--- config.mk ---
export PLATFORM = sky130hd
export DESIGN_NAME = tick_timer
export DESIGN_NICKNAME = d
export VERILOG_FILES = /design/src/rtl/tick_timer.sv
export SDC_FILE = /design/constraint.sdc
export NUM_CORES = 1
export LEC_CHECK = 0
export ABC_AREA = 1
export CAP_MARGIN = 20
export CORE_ASPECT_RATIO = 0.8
export CORE_MARGIN = 3
export CORE_UTILIZATION = 55
export CTS_CLUSTER_DIAMETER = 50
export DETAILED_ROUTE_END_ITERATION = 12
export DONT_BUFFER_PORTS = 1
export PLACE_DENSITY_LB_ADDON = 0.3
export SYNTH_ARGS = -nofsm -noshare
export SYNTH_HDL_FRONTEND = slang
export SYNTH_SLANG_ARGS = --single-unit
--- constraint.sdc ---
create_clock -name clk_50M -period 1.7 [get_ports clk_50M]
set_input_delay 0.255 -clock clk_50M [delete_from_list [all_inputs] [get_ports clk_50M]]
set_output_delay 0.255 -clock clk_50M [all_outputs]
set_load 0.005 [all_outputs]
--- src/rtl/tick_timer.sv ---
// Prescaled tick counter: counts ticks of CLK_HZ/TICK_HZ up to a latched limit, one-shot or periodic.
// First tick DIV clocks after Start, o_Done L*DIV clocks after Start; i_Hold freezes the run.
module tick_timer #(
   parameter int WIDTH   = 12,
   parameter int CLK_HZ  = 50_000_000,
   parameter int TICK_HZ = 2_000
) (
   input  logic             clk_50M,
   input  logic             i_Reset,
   input  logic             i_Start,
   input  logic             i_Clear,
   input  logic             i_Hold,
   input  logic             i_Mode,
   input  logic [WIDTH-1:0] i_Limit,
   output logic [WIDTH-1:0] o_Count,
   output logic             o_Tick,
   output logic             o_Done,
   output logic             o_Busy
);

   localparam int DIV = (TICK_HZ > 0) ? (CLK_HZ / TICK_HZ) : 1;
   localparam int REM = (TICK_HZ > 0) ? (CLK_HZ % TICK_HZ) : 1;
   localparam int PW  = (DIV > 1) ? $clog2(DIV) : 1;
   localparam logic [PW-1:0] PRESC_MAX = PW'(DIV - 1);

   generate
      if (TICK_HZ < 1 || REM != 0 || CLK_HZ < TICK_HZ) begin : g_bad_div
         $error("tick_timer: CLK_HZ/TICK_HZ must be an integer >= 1");
      end
   endgenerate

   typedef enum logic [0:0] {
      S_IDLE = 1'b0,
      S_RUN  = 1'b1
   } state_t;

   state_t            r_state;
   logic [PW-1:0]     r_presc;
   logic [WIDTH-1:0]  r_count;
   logic [WIDTH-1:0]  r_limit;
   logic              r_mode;
   logic              r_tick;
   logic              r_done;

   state_t            w_state_nxt;
   logic [PW-1:0]     w_presc_nxt;
   logic [WIDTH-1:0]  w_count_nxt;
   logic [WIDTH-1:0]  w_limit_nxt;
   logic              w_mode_nxt;
   logic              w_tick_nxt;
   logic              w_done_nxt;
   logic [WIDTH-1:0]  w_count_inc;
   logic              w_advance;

   assign w_count_inc = r_count + WIDTH'(1);
   assign w_advance   = (r_state == S_RUN) && !i_Hold;

   always_ff @(posedge clk_50M or posedge i_Reset) begin
      if (i_Reset) begin
         r_state <= S_IDLE;
         r_presc <= '0;
         r_count <= '0;
         r_limit <= '0;
         r_mode  <= 1'b0;
         r_tick  <= 1'b0;
         r_done  <= 1'b0;
      end else begin
         r_state <= w_state_nxt;
         r_presc <= w_presc_nxt;
         r_count <= w_count_nxt;
         r_limit <= w_limit_nxt;
         r_mode  <= w_mode_nxt;
         r_tick  <= w_tick_nxt;
         r_done  <= w_done_nxt;
      end
   end

   always_comb begin
      w_state_nxt = r_state;
      w_presc_nxt = r_presc;
      w_count_nxt = r_count;
      w_limit_nxt = r_limit;
      w_mode_nxt  = r_mode;
      w_tick_nxt  = 1'b0;
      w_done_nxt  = 1'b0;

      if (i_Clear) begin
         w_state_nxt = S_IDLE;
         w_presc_nxt = '0;
         w_count_nxt = '0;
      end else if (i_Start) begin
         w_limit_nxt = i_Limit;
         w_mode_nxt  = i_Mode;
         w_presc_nxt = '0;
         w_count_nxt = '0;
         // A zero limit is already reached: report completion without running.
         if (i_Limit == '0) begin
            w_state_nxt = S_IDLE;
            w_done_nxt  = 1'b1;
         end else begin
            w_state_nxt = S_RUN;
         end
      end else if (w_advance && (r_presc == PRESC_MAX)) begin
         w_presc_nxt = '0;
         w_tick_nxt  = 1'b1;
         if (w_count_inc != r_limit) begin
            w_count_nxt = w_count_inc;
         end else begin
            w_done_nxt = 1'b1;
            if (r_mode) begin
               w_count_nxt = '0;
            end else begin
               w_count_nxt = r_limit;
               w_state_nxt = S_IDLE;
            end
         end
      end else if (w_advance) begin
         w_presc_nxt = r_presc + PW'(1);
      end
   end

   assign o_Count = r_count;
   assign o_Tick  = r_tick;
   assign o_Done  = r_done;
   assign o_Busy  = (r_state == S_RUN);

endmodule
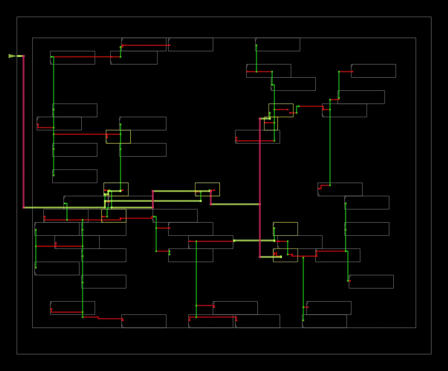
(run_1/clocks.png)
power drawn by the clock network: 0.000731 W
Insertion Delay late pin: 300 ps

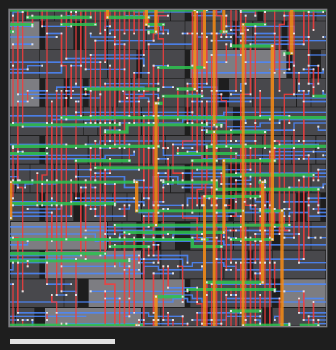
(run_1/detail.png)
Scale bar: 10 microns. Region (28, 20) to (58, 50) microns. Cells in gray, sequential cells in the stronger gray; small squares are vias.
Key: metal 3 = green; metal 4 = orange; metal 2 = red; metal 1 = blue
Most frequent: nand2_1 (20), buf_4 (18). Sequential cells in the window: 5. Netlist names of flops here include r_limit (2), r_presc (2). 102 logic cells have their middle in the window.

==> results_slide.txt, run 1 <==
Run Summary

Run status
  – Outcome: complete, but fails checks
  – Violations in the final reports: setup timing

Critical path
  – Worst Path Max Fanout: 7
  – Number of cells on the worst reg-to-reg path: 10
  – Worst Path Arrival: 2350 ps
  – Class of the most critical setup path: reg -> reg

Final timing
  – Clock period minus worst slack: 2150 ps
  – Slew of the pin with the lowest slew margin: 512 ps
  – Period utilization: 127%
  – Setup skew after layout: 4.72 ps
  – Slack of the critical path: -452 ps
  – Upper clock frequency limit: 465 MHz
  – Final hold vios: 0
  – Slew Limit Fails: 0
  – Hold Slack: 72.9 ps
  – Final setup violation count: 14

Yosys
  – Portion of the post-synthesis area used by sequential elements: 38.7%
  – And+or+nand+nor area frac: 45.2%
  – Aoi/oai-family share of the synthesized area: 4.86%
  – Post-synth design cell area: 2780 sq um
  – Area fraction in mux cells: 0%
  – Area leader share: 38.7%
  – Synthesized netlist net count: 438
  – Xor/xnor share of the synthesized area: 1.57%
  – Adder share: 0.899%
  – Synth flops: 43
  – Yosys warning tally: 0
  – Leading cell types by total area after synthesis: dfrtp_1 (39%), nand2_1 (21%), nand3_1 (8.8%)
  – Synthesized chip area reported by yosys: 2780 sq um
  – Cell type with the highest aggregate area in the netlist: dfrtp_1

Finish
  – Fill cell total of the finished layout: 293
  – Growth of design area from synthesis to finish: 34.8%
  – Flip-flops: 43
  – Post-layout instance count excluding filler cells: 545
  – Non-clock buffer count: 70
  – Share of final layout cell area taken by clock buffers and inverters: 2.77%
  – Clock buffer instance count of the final layout: 7
  – Non-clock inverter instance count of the final layout: 48
  – Design area: 3750 sq um
  – Number of nets in the layout: 504
  – Sequential cell area share: 28.8%
  – Number of multi-input logic gates: 316
  – ANT cells: 0

Job
  – Max-cap violations: 0
  – Number of OpenROAD warnings: 29

Floorplan
  – Total die area: 5950 sq um
  – FP Core Util: 58.8%
  – Number of I/O pins: 33
  – Area of the core region: 4730 sq um
  – Num rows: 22

Drt
  – WL per Instance: 17.1 microns
  – DRC viols: 0
  – Antenna Violating Nets Remaining: 0
  – Number of vias per cell: 5.97

GRT
  – Maximum number of pins on one net before global-route repair: 44
  – GRT met1 Usage: 41.9%
  – Initial antenna violation count: 0
  – Met3 Resource Use GR: 5.70%

Clock network
  – Maximum buffer depth of the clock tree: 2
  – TritonCTS clock tree: built

Placed design
  – Total cell area at the placement stage: 3240 sq um

Hold path
  – Type of the tightest min-delay check: in -> reg

Power
  – Tot Pwr: 0.00224 W
  – Peak supply drop: 0.000633 V
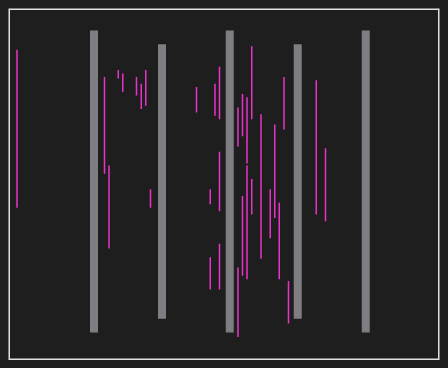
(run_1/layer_met4.png)
Supply wires on this layer in gray.
The wires run mostly vertical. The layer carries 372 microns of wire. 27 nets have wire on it. The layer holds 4.0% of the routed length.
final wirelength: 9310 microns
vias after detailed routing: 3254

run 1: synthesized netlist by cell type:
library cell    n
a21oi_1         8
and2_1          1
buf_4           4
buf_6           1
clkbuf_1        6
dfrtp_1        43
ha_1            2
inv_1          47
inv_2           1
nand2_1       154
nand2_2         2
nand3_1        49
nand3_2         3
nand3b_1        3
nand4_1        17
nor2_1         33
nor2_2          5
nor2_4          3
nor3_1          5
nor4_1          7
o21ai_0        18
o21ai_1         1
xnor2_1         1
xor2_1          4
run 1: through the flow:
stage	setup WS, ps	utilization [%]
after floorplan	-84.1	-
final	-452	79.2
after global placement	-311	68.5
after detailed placement	-357	68.5
after global routing	-539	79.2
after CTS	-213	75.4
run 1: layer usage:
layer  part of all wire [%]  vias up
li1                       -     1482
met3                     12       66
met4                    4.0        0
met5                      0        -
met1                     39     1441
met2                     45      265
run 1: repair_timing:
item                                    CTS  global route
pin swaps                                18            22
gates cloned                              2             0
gates resized                            37            36
hold buffers                              1             0
hold endpoints to repair                 43             0
endpoints found under the setup margin   17            24
setup buffers                             7             7
run 1: report_power, final:
part	switching [W]	internal, W
clock	0.000361	0.000370
combinational	0.000247	0.000147
sequential	0.0000481	0.00106
total	0.000656	0.00158
run 1: cells in the final DEF (no fill, tap or decap), drive strengths merged, types with 7 or more instances in the layout:
cell type,netlist,final
nand4,17,17
nand3,52,52
clkbuf,6,7
dfrtp,43,43
o21ai,19,19
a21oi,8,8
nor2,41,41
nand2,156,156
inv,48,47
nor4,7,7
buf,5,69
run 1: registers in the layout, indices dropped and copies added, names as in the netlist:
| register | count |
|---|---|
| o_Busy | 1 |
| o_Count | 12 |
| o_Done | 1 |
| o_Tick | 1 |
| r_limit | 12 |
| r_mode | 1 |
| r_presc | 15 |
run 1: worst paths after layout:
| path | start | to | slack (ps) |
|---|---|---|---|
| setup reg to reg | o_Count[4]$_DFFE_PP0P_ | o_Count[11]$_DFFE_PP0P_ | -450 |
| max in group asynchronous | i_Reset | o_Count[1]$_DFFE_PP0P_ | 1040 |
| min in group asynchronous | i_Reset | r_presc[4]$_DFFE_PP0P_ | 430 |
| hold / removal | i_Limit[0] | r_limit[0]$_DFFE_PP0P_ | 70 |
| setup / recovery | o_Count[4]$_DFFE_PP0P_ | o_Count[11]$_DFFE_PP0P_ | -450 |
| hold reg to reg | r_presc[13]$_DFFE_PP0P_ | r_presc[13]$_DFFE_PP0P_ | 520 |
run 1: logic make-up after synthesis:
| group | after synthesis |
|---|---|
| AND/OR/NAND/NOR | 282 |
| buffers and inverters | 59 |
| flip-flops | 43 |
| adder cells (fa/ha/maj) | 2 |
| XOR/XNOR | 5 |
| AND-OR/OR-AND | 27 |
run 1: worst max-delay path, cell delays in order, from the launching register on:
cell,delay [ps]
dfrtp_1,430
nand2_2,180
nor2_4,220
nand4_1,200
nand3b_1,190
nand2_1,110
nor2_2,180
buf_4,200
nand4_1,160
nand3_1,130
nand2_1,60
==> run 1 -> run 2 <==
--- a/config.mk
+++ b/config.mk
@@ -13,7 +13,7 @@
 export CTS_CLUSTER_DIAMETER = 50
 export DETAILED_ROUTE_END_ITERATION = 12
 export DONT_BUFFER_PORTS = 1
-export PLACE_DENSITY_LB_ADDON = 0.3
+export PLACE_DENSITY = 0.76
 export SYNTH_ARGS = -nofsm -noshare
 export SYNTH_HDL_FRONTEND = slang
 export SYNTH_SLANG_ARGS = --single-unit
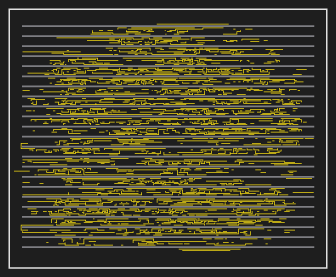
(run_2/layer_met1.png)
Supply wires on this layer in gray.
The layer holds 39% of the routed length. 485 nets have wire on it. The longest straight run is 24.6 microns. The layer carries 3730 microns of wire.
GRT met1 Usage: 44.2%
final wirelength: 9520 microns

==> results_slide.txt, run 2 <==
Run Summary

Finish
  – Post-Route Utilization: 79.6% (+0.40 points)
  – Most frequent cells in the layout: nand2_1 (143), buf_4 (63), inv_1 (45)
  – Share of final-layout standard cells stronger than drive strength 1: 29.5%
  – Growth of design area from synthesis to finish: 35.5%
  – Most flop-heavy register: r_presc
  – Design area: 3770 sq um (+0.50%)
  – Number of nets in the layout: 511 (+1.4%)
  – ANT cells: 0 (unchanged)
  – Most used logic cell in the final layout: nand2_1
  – Flip-flop count of the largest register after layout: 15 (unchanged)
  – Fill cell total of the finished layout: 309 (+5.5%)

Power
  – Switching power as a share of total power: 31.2% (+1.9 points)
  – Portion of total power attributed to combinational logic: 19.0% (+1.4 points)
  – Internal Power: 0.00150 W (-4.9%)
  – Total power density per cell area: 580 nW/um^2
  – Peak supply drop: 0.000538 V (-15%)
  – Switching power: 0.000682 W (+3.9%)
  – Clock network power share: 30.5% (-2.2 points)
  – Sequential share of power: 50.5% (+0.8 points)
  – Static Leakage: 1.80 nW

GRT
  – GRT Resource Usage Total: 30.8%
  – First-pass GRT wire length: 14500 microns
  – Grt ovf: 0
  – Maximum number of pins on one net before global-route repair: 29 (-34%)
  – Vias in the first global route: 2922
  – Initial antenna violation count: 0 (unchanged)

Final timing
  – Clock period minus worst slack: 2070 ps (-78.5 ps)
  – Final hold vios: 0 (unchanged)
  – Slew of the pin with the lowest slew margin: 654 ps (+141 ps)
  – RSZ-0062 raised after global routing: yes
  – Slack of the critical path: -373 ps (+78.5 ps)
  – Upper clock frequency limit: 482 MHz (+3.8%)
  – Slew Limit Fails: 0 (unchanged)
  – Period utilization: 122% (-4.6 points)
  – Setup skew after layout: 5.76 ps (+1.05 ps)
  – Hold Slack: 60.3 ps (-12.6 ps)
  – Relative max-transition margin: 56.2%
  – Final setup violation count: 15 (+1)

Critical path
  – Worst Path Arrival: 2320 ps (-30 ps)
  – Required @ worst endpoint: 1950 ps
  – Cell type group with the largest total delay on the critical path: simple AND/OR/NAND/NOR gates
  – Cell with the biggest individual delay on the critical path: dfrtp_2
  – Largest stage delay, worst path: 420 ps (about the same)
  – Worst Path Max Fanout: 6 (-1)
  – Most Frequent Cell on Critical Path: nand2_1
  – Element type at the critical path start: flip-flop
  – Worst setup EP type: flip-flop
  – Buf+Inv Stages, Crit Path: 1 (unchanged)
  – Class of the most critical setup path: reg -> reg
  – Cell breakdown of the critical path: ha_4 > nand2_4 > nor2_4 > nand2_1 > nand2_2 > nand2_1 > nand2_2 > nand3_2 > nor2_4 > buf_4 > nand3_4 > nand2_1 > nand3_1 > nand2_1

Yosys
  – Most common flop cell mapped by yosys: dfrtp_1
  – Post-synth design cell area: 2780 sq um (unchanged)
  – Post-synth EDFFs: 0 (unchanged)
  – Synthesized chip area reported by yosys: 2780 sq um (unchanged)
  – Cell type with the highest aggregate area in the netlist: dfrtp_1
  – Cell types with the highest counts after synthesis: nand2_1 (154), nand3_1 (49), inv_1 (47)
  – Yosys warning tally: 0 (unchanged)
  – Total cells reported by yosys after synthesis: 418
  – Synthesized netlist net count: 438 (unchanged)
  – Post-synthesis async set-or-reset flop share: 100% (unchanged)
  – Area leader share: 38.7% (unchanged)
  – Post-synthesis cell count: 418
  – Portion of the post-synthesis area used by sequential elements: 38.7% (unchanged)
  – Post-synthesis cell type count: 24
  – Mean instance size in the synthesized netlist: 6.66 sq um
  – Post-synthesis cell type with the largest instance count: nand2_1
  – Leading cell types by total area after synthesis: dfrtp_1 (39%), nand2_1 (21%), nand3_1 (8.8%)
  – Synth flops: 43 (unchanged)

Clock network
  – Clock Sink Count: 43
  – Insertion Delay late pin: 310 ps (about the same)
  – Clock buffer count from CTS: 5
  – Clock transition at path regs: 90 ps
  – Clock tree root buffer cell: clkbuf_8
  – H-tree depth: 2
  – TritonCTS clock tree: built
  – Maximum buffer depth of the clock tree: 2 (unchanged)

Placed design
  – Count of buffers from port buffering: 0
  – Total cell area at the placement stage: 3250 sq um (+0.31%)
  – RePlAce Congestion: 1.01
  – Detail Placement HPWL: 5980 microns
  – Worst slack at placement: -401 ps (-43.8 ps)

Drt
  – Initial DRC count: 513
  – Number of vias per cell: 6.07 (+1.6%)
  – Number of detailed-route iterations in the first pass: 6
  – WL per Instance: 17.3 microns (+1.0%)
  – DRC viols: 0 (unchanged)
  – Vias after detailed routing: 3350 (+3.0%)
  – Antenna Violating Nets Remaining: 0 (unchanged)

Run status
  – Violations in the final reports: setup timing
  – Outcome: complete, but fails checks

Floorplan
  – Horizontal die dimension: 85.5 microns
  – FP Core Util: 58.8% (unchanged)
  – Total die area: 5950 sq um (unchanged)
  – Area of the core region: 4730 sq um (unchanged)
  – Num rows: 22 (unchanged)
  – Die height: 69.6 microns
  – Number of I/O pins: 33 (unchanged)

Job
  – Max-cap violations: 0 (unchanged)
  – Number of OpenROAD warnings: 29 (unchanged)

Hold path
  – Type of the tightest min-delay check: in -> reg
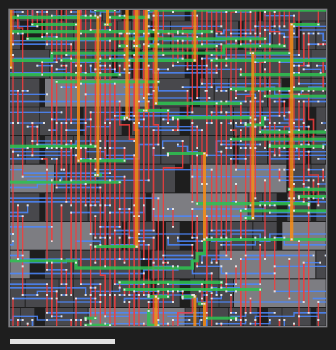
(run_2/detail.png)
Scale bar: 10 microns. Region (28, 20) to (58, 50) microns. Cells in gray, sequential cells in the stronger gray; small squares are vias.
Key: metal 1 = blue; metal 3 = green; metal 4 = orange; metal 2 = red
116 logic cells have their middle in the window. Sequential cells in the window: 7. Most frequent: nand2_1 (41), buf_4 (14), inv_1 (11). Netlist names of flops here include r_limit (3), r_presc (3).

run 2: cell counts after synthesis:
No cell type changed its count.
run 2: metrics by stage:
| step | total power (W) | instances | setup TNS [ps] |
|---|---|---|---|
| final | 0.00219 | 552 | -4700 |
| after global routing | 0.00227 | 552 | -6680 |
| after CTS | 0.00214 | 544 | -2400 |
| after detailed placement | 0.00144 | 523 | -5190 |
| after global placement | 0.00143 | 523 | -4210 |
| after floorplan | 0.00133 | 418 | -833 |
run 2: what timing repair did:
action                                  CTS  global route
hold endpoints to repair                 15             0
gates resized                            37            37
endpoints found under the setup margin   17            24
buffers inserted                          9             7
hold buffers                              1             0
pin swaps                                12            23
cloned                                    3             1
run 2: cells by family after synthesis:
group                    Yosys count  synth area share [%]
AND/OR/NAND/NOR                  282                  45.2
flip-flops                        43                  38.7
buffers and inverters             59                  8.77
AND-OR/OR-AND                     27                  4.86
XOR/XNOR                           5                  1.57
adder cells (fa/ha/maj)            2                 0.899
run 2: final cells by class:
cell class / count / area [sq um] / share of cell area, %
inverters: 48 / 180 / 4.78
flip-flops and latches: 43 / 1080 / 28.7
clock buffers: 6 / 72.6 / 1.92
repair buffers: 76 / 636 / 16.9
multi-input cells: 317 / 1710 / 45.4
well taps: 60 / 75.1 / 1.99
clock inverters: 2 / 12.5 / 0.332
run 2: final timing paths:
check                      cells after the start               startpoint  slack, ps                 endpoint
min reg2reg                                    1  r_presc[13]$_DFFE_PP0P_        530  r_presc[13]$_DFFE_PP0P_
min in group asynchronous                      2                  i_Reset        400   r_presc[4]$_DFFE_PP0P_
max reg2reg                                   14   o_Count[1]$_DFFE_PP0P_       -370  o_Count[10]$_DFFE_PP0P_
min                                            2               i_Limit[8]         60   r_limit[8]$_DFFE_PP0P_
max                                           14   o_Count[1]$_DFFE_PP0P_       -370  o_Count[10]$_DFFE_PP0P_
max in group asynchronous                      3                  i_Reset        760   o_Count[3]$_DFFE_PP0P_
run 2: power by group through the flow:
stage	combinational (W)	clock (W)	sequential [W]
final	0.000415	0.000666	0.00110
after detailed placement	0.000318	0	0.00112
after global placement	0.000315	0	0.00112
after global routing	0.000446	0.000718	0.00111
after floorplan	0.000219	0	0.00111
after CTS	0.000368	0.000669	0.00110
run 2: layer usage:
layer	up-vias	share of wire, %	global-route usage [%]
met2	257	44	43.7
li1	1499	-	-
met3	46	13	9.38
met5	-	0	0
met1	1548	39	44.2
met4	0	3.2	10.5
Power and IR drop assume default switching activity.
